### I/O nets highlighted

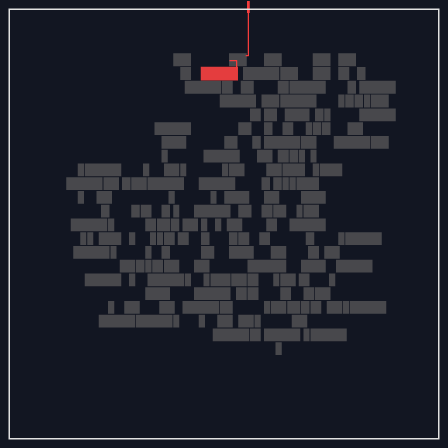
### Cell outlines without signal wires

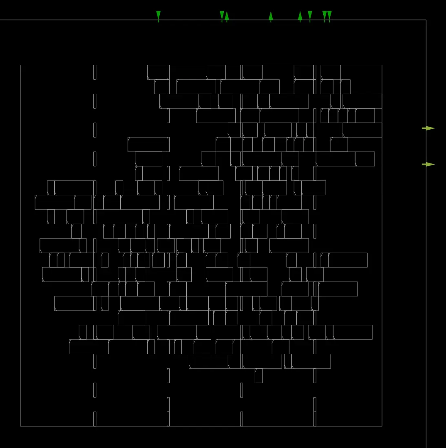
### M3 wires

Bar = 20 um.
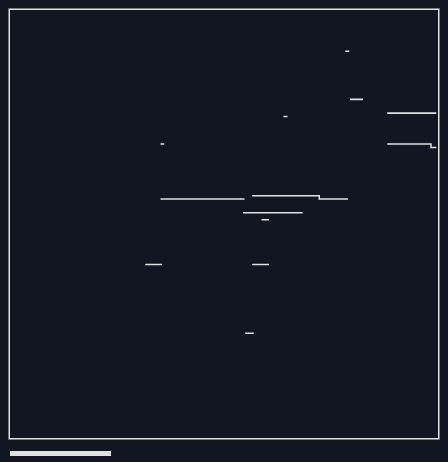
### Placement by cell class

Fill, decap, tap and diode cells in grey.
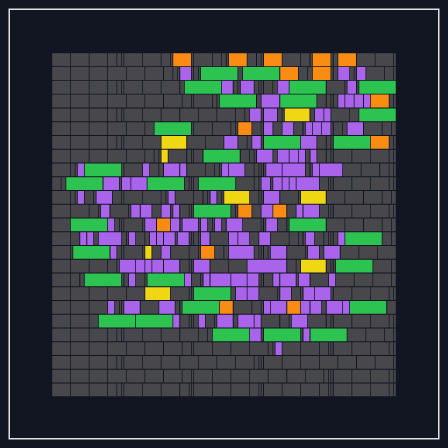
### Metal 2

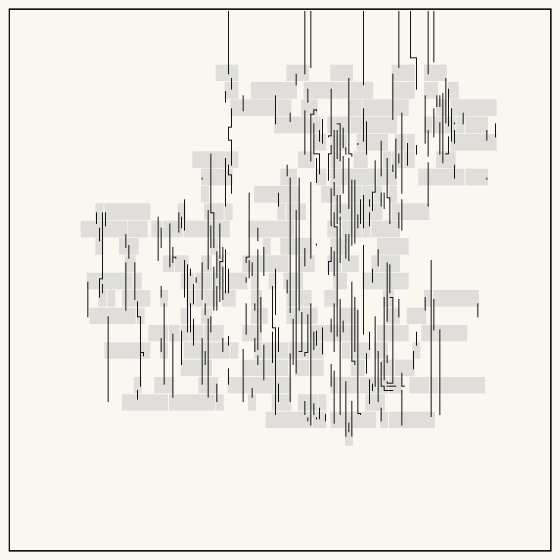
Design led_flash_ctrl, sky130hd; sources not shown.
==> results.txt <==
Results of an implementation run.

TritonCTS created 5 clock buffers. The largest stage delay on the critical path is 560 ps. The mean instance size in the synthesized netlist is 8.86 sq um.

The final worst-path setup slack is 225 ps. The global-route layer with the greatest usage is met2. Sequential cells account for between 50 and 60% of the total power. Entering global routing, the biggest net connects 16 pins. The routed length on met2 is roughly 1200 um. The portion of synthesized area spent on multiplexers is 0%. The number of cells on the worst reg-to-reg path is 5. STA classifies the critical path endpoint as a register. The initial core utilization is 31.6%. The internal portion of the total power is 0.824 mW. The pre-CTS setup slack is 241 ps. The post-synthesis share of cell area spent on full adders, half adders and majority gates is 3.42%. The group that draws the most power in this run is registers. The final setup TNS is 0 ps. At the pin with the least slew margin, the transition time is 495 ps. The maximum net fanout on the critical path is 5. On the reported timing paths, the clock transition at the registers reads ~60 ps. The slack of the worst reg-to-reg path is 220 ps. For this block, wires on met1 add up to between 1000 and 1500 um. The synthesized design contains 32 register bits.

Setup repair after global routing could not meet its margin everywhere. The placed wire-length estimate is 2090 um. On the final layout, the worst hold slack is roughly 430 ps.

The area fraction in compound gates after synthesis is 6.93%. The maximum clock frequency is 460 MHz. The maximum VDD drop is 0.219 mV. The worst setup skew after layout is 4.65 ps. The number of placed cells counting well taps is roughly 230. Routed signal wires occupy layers up through met4. Sequential elements use between 40% and 50% of the synthesized area. In the post-synthesis netlist, the biggest area contributors are sky130_fd_sc_hd__dfxtp_1, sky130_fd_sc_hd__xor2_1, sky130_fd_sc_hd__nor2_1, sky130_fd_sc_hd__xnor2_1, sky130_fd_sc_hd__ha_1. Per the synth stats, the flop cell with the highest instance count is sky130_fd_sc_hd__dfxtp_1. 0 antenna diodes ended up in the layout. Combinational logic burns 10.3% of the power. The part of the total power dissipated in the clock network is between 30% and 40%. The commonest cells after synthesis are sky130_fd_sc_hd__dfxtp_1, sky130_fd_sc_hd__nor2_1, sky130_fd_sc_hd__xor2_1. The sequential power is about 0.55 mW.

The final setup violation count is 0. The final total power is 1.09 mW. The full die area is 0.00717 sq mm. According to the CTS report, the clock sink count is 32. In this run the clock root is driven by a sky130_fd_sc_hd__clkbuf_8.

The routability congestion estimate from global placement is 0.800. Global routing used around 11% of the available met1 tracks. Hold analysis shows the worst path with a depth of 1. The type of the most critical hold path is reg2reg.

Combinational cells consume a total of 0.112 mW. The number of vias per cell is between 4 and 5. The clock tree synthesis step divided the H-tree into 2 levels. In the synthesized netlist the async set-or-reset flop fraction comes to 0%. The mapped netlist covers 0.00146 sq mm. The total overflow left after global routing is 0. Between the synthesized netlist and the finished layout, the area growth was recorded as 19.3%. The worst setup path is launched from a register. The final number of hold-violating endpoints is 0. The switching component of the power is 0.264 mW. The proportion of layout cells with a drive suffix above 1 is 9.73%.

The horizontal die dimension is 84.7 um. The number of design rule violations left after detail routing is 0. The all-layer global routing usage is 8.87%. The latest clock arrival within the worst-skew pair is about 280 ps. The number of unique standard cell types used by synthesis is 32.

Per the STA report, the cell with the highest stage delay on the worst path is sky130_fd_sc_hd__or4b_4. The register with the most flip-flops in the layout has 22 of them. The simple-gate share of the synthesized area is a little under a third. The leakage power is 0.603 nW.

After clock tree synthesis, the flow added hold-fix buffers numbering 0. Total power normalized to cell area comes to 624 mW/mm^2. The region available for standard cell placement spans between 0.004 and 0.005 sq mm. TritonCTS built the clock tree. The total clock network power is 0.423 mW. The via count of the first global-routing pass is 1090. The number of search-and-repair iterations in the first detailed-routing pass is 4. From bottom edge to top edge, the die measures 84.7 um. The kind of critical path is reg2reg. The number of nets handed over by synthesis was 174. For reference, the final report shows the max-slew violation count at 0.

The synthesized-area fraction occupied by xor and xnor cells is 12.0%. The largest family of logic cells by area is simple AND/OR/NAND/NOR gates. Per the slew report, the remaining headroom to the max-slew limit stands at 66.9%. Synthesis handed over a netlist of 165 instances.

The net count of the finished layout is between 150 and 200. During synthesis, Yosys emitted a total of 0 warnings. The average routed wire per standard cell is 12.1 um. For the worst setup path, the data required time is 2580 ps. Net switching is 24.3% of the power. The period utilization is 90.6%. In this run the remaining antenna-violating nets after routing total 0. sky130_fd_sc_hd__dfxtp_1 is the most common cell in the netlist.

The final critical delay including setup and external delays is between 2000 and 2500 ps. Of all cell types, the one taking the most synthesized area is sky130_fd_sc_hd__dfxtp_1. The post-CTS resize count is 0.

The tool flagged a number of max-cap violations equal to 0. The critical path goes through or4b_4 > nor4_4 > a311oi_1 > or4_1 > and3_1. The clock passes through at most 2 buffers. The run finished with clean final reports.

The number of cell instances after yosys synthesis is 165. Once placement finished, the instance area stood at about 0.0016 sq mm.
## Picture notes: 'I/O nets highlighted'
- BUSY: red (direction output; edge north; end cells 1; buffers 1; wire 12.3 um)
IO Pins: 10
input/output buffers: 9

## Picture notes: 'Cell outlines without signal wires'
# fillers: 488
Final Instance Count excl. Fillers: 239
Tapcells: 54
post-layout util: 37.7%
row count: 25

## Picture notes: 'M3 wires'
- main direction: horizontal
- longest straight run: 16.3 um
- nets with wire on the layer: 7
- share of all routed wire: 2.7%
- wire length on this layer: 78.2 um
Via Count: 1157
post-detailed-routing wire length: 2890 um
met3 global-route usage: 2.63%

## Picture notes: 'Placement by cell class'
- clock drivers and dummy loads: yellow (cells 8)
- other buffers and delay cells: orange (cells 16)
- all other logic: purple (cells 129)
- flip-flops: green (cells 32)
fraction of area in registers: 36.7%
design area: 0.00174 sq mm

## Picture notes: 'Metal 2'
- wire length on this layer: 1250 um
- share of all routed wire: 43%
- main direction: vertical
- nets with wire on the layer: 147
- longest straight run: 25.5 um
routing usage on met2: 13.1%

==> final cells by class <==
cell class | instances | area (sq um)
timing repair buffer | 16 | 143
inverter | 8 | 30.0
clock buffer | 8 | 90.1
tap | 54 | 67.6
multi-input combinational | 121 | 773
sequential | 32 | 641
fill | 488 | 2890
==> cells in the final DEF (no fill, tap or decap), types with 2 or more instances in the layout <==
cell                              netlist  routed
sky130_fd_sc_hd__inv_1                  8       8
sky130_fd_sc_hd__nand4b_1               2       2
sky130_fd_sc_hd__clkbuf_8               0       6
sky130_fd_sc_hd__buf_4                  0       7
sky130_fd_sc_hd__and4_1                 2       2
sky130_fd_sc_hd__nor3_1                 4       4
sky130_fd_sc_hd__and2_1                 5       5
sky130_fd_sc_hd__nor2_1                26      26
sky130_fd_sc_hd__xor2_1                14      14
sky130_fd_sc_hd__ha_1                   4       4
sky130_fd_sc_hd__clkbuf_1               2       2
sky130_fd_sc_hd__nand2_1                8       8
sky130_fd_sc_hd__o21ai_0                4       3
sky130_fd_sc_hd__dfxtp_1               32      32
sky130_fd_sc_hd__xnor2_1                6       6
sky130_fd_sc_hd__a21oi_1                5       5
sky130_fd_sc_hd__nand3_1               10      10
sky130_fd_sc_hd__nand4_1                7       7
sky130_fd_sc_hd__clkdlybuf4s50_1        0       9
sky130_fd_sc_hd__nor2b_1                2       2
sky130_fd_sc_hd__a31oi_1                2       2
sky130_fd_sc_hd__nor4_1                 4       4
sky130_fd_sc_hd__and3_1                 5       5
==> cell families after synthesis <==
group,count (synthesis)
AOI/OAI and AO/OA,16
xor gates and xnor gates,20
adders and majority gates,4
buffers and inverters,12
DFF,32
and+or+nand+nor,81
==> worst max-delay path: cells and delay by family (launching register included) <==
family           cells  cell delay [ps]
AND-OR/OR-AND        1              180
flip-flops           1              350
AND/OR/NAND/NOR      4             1550
Power figures rest on the tool's default switching activity, not on a simulated workload.
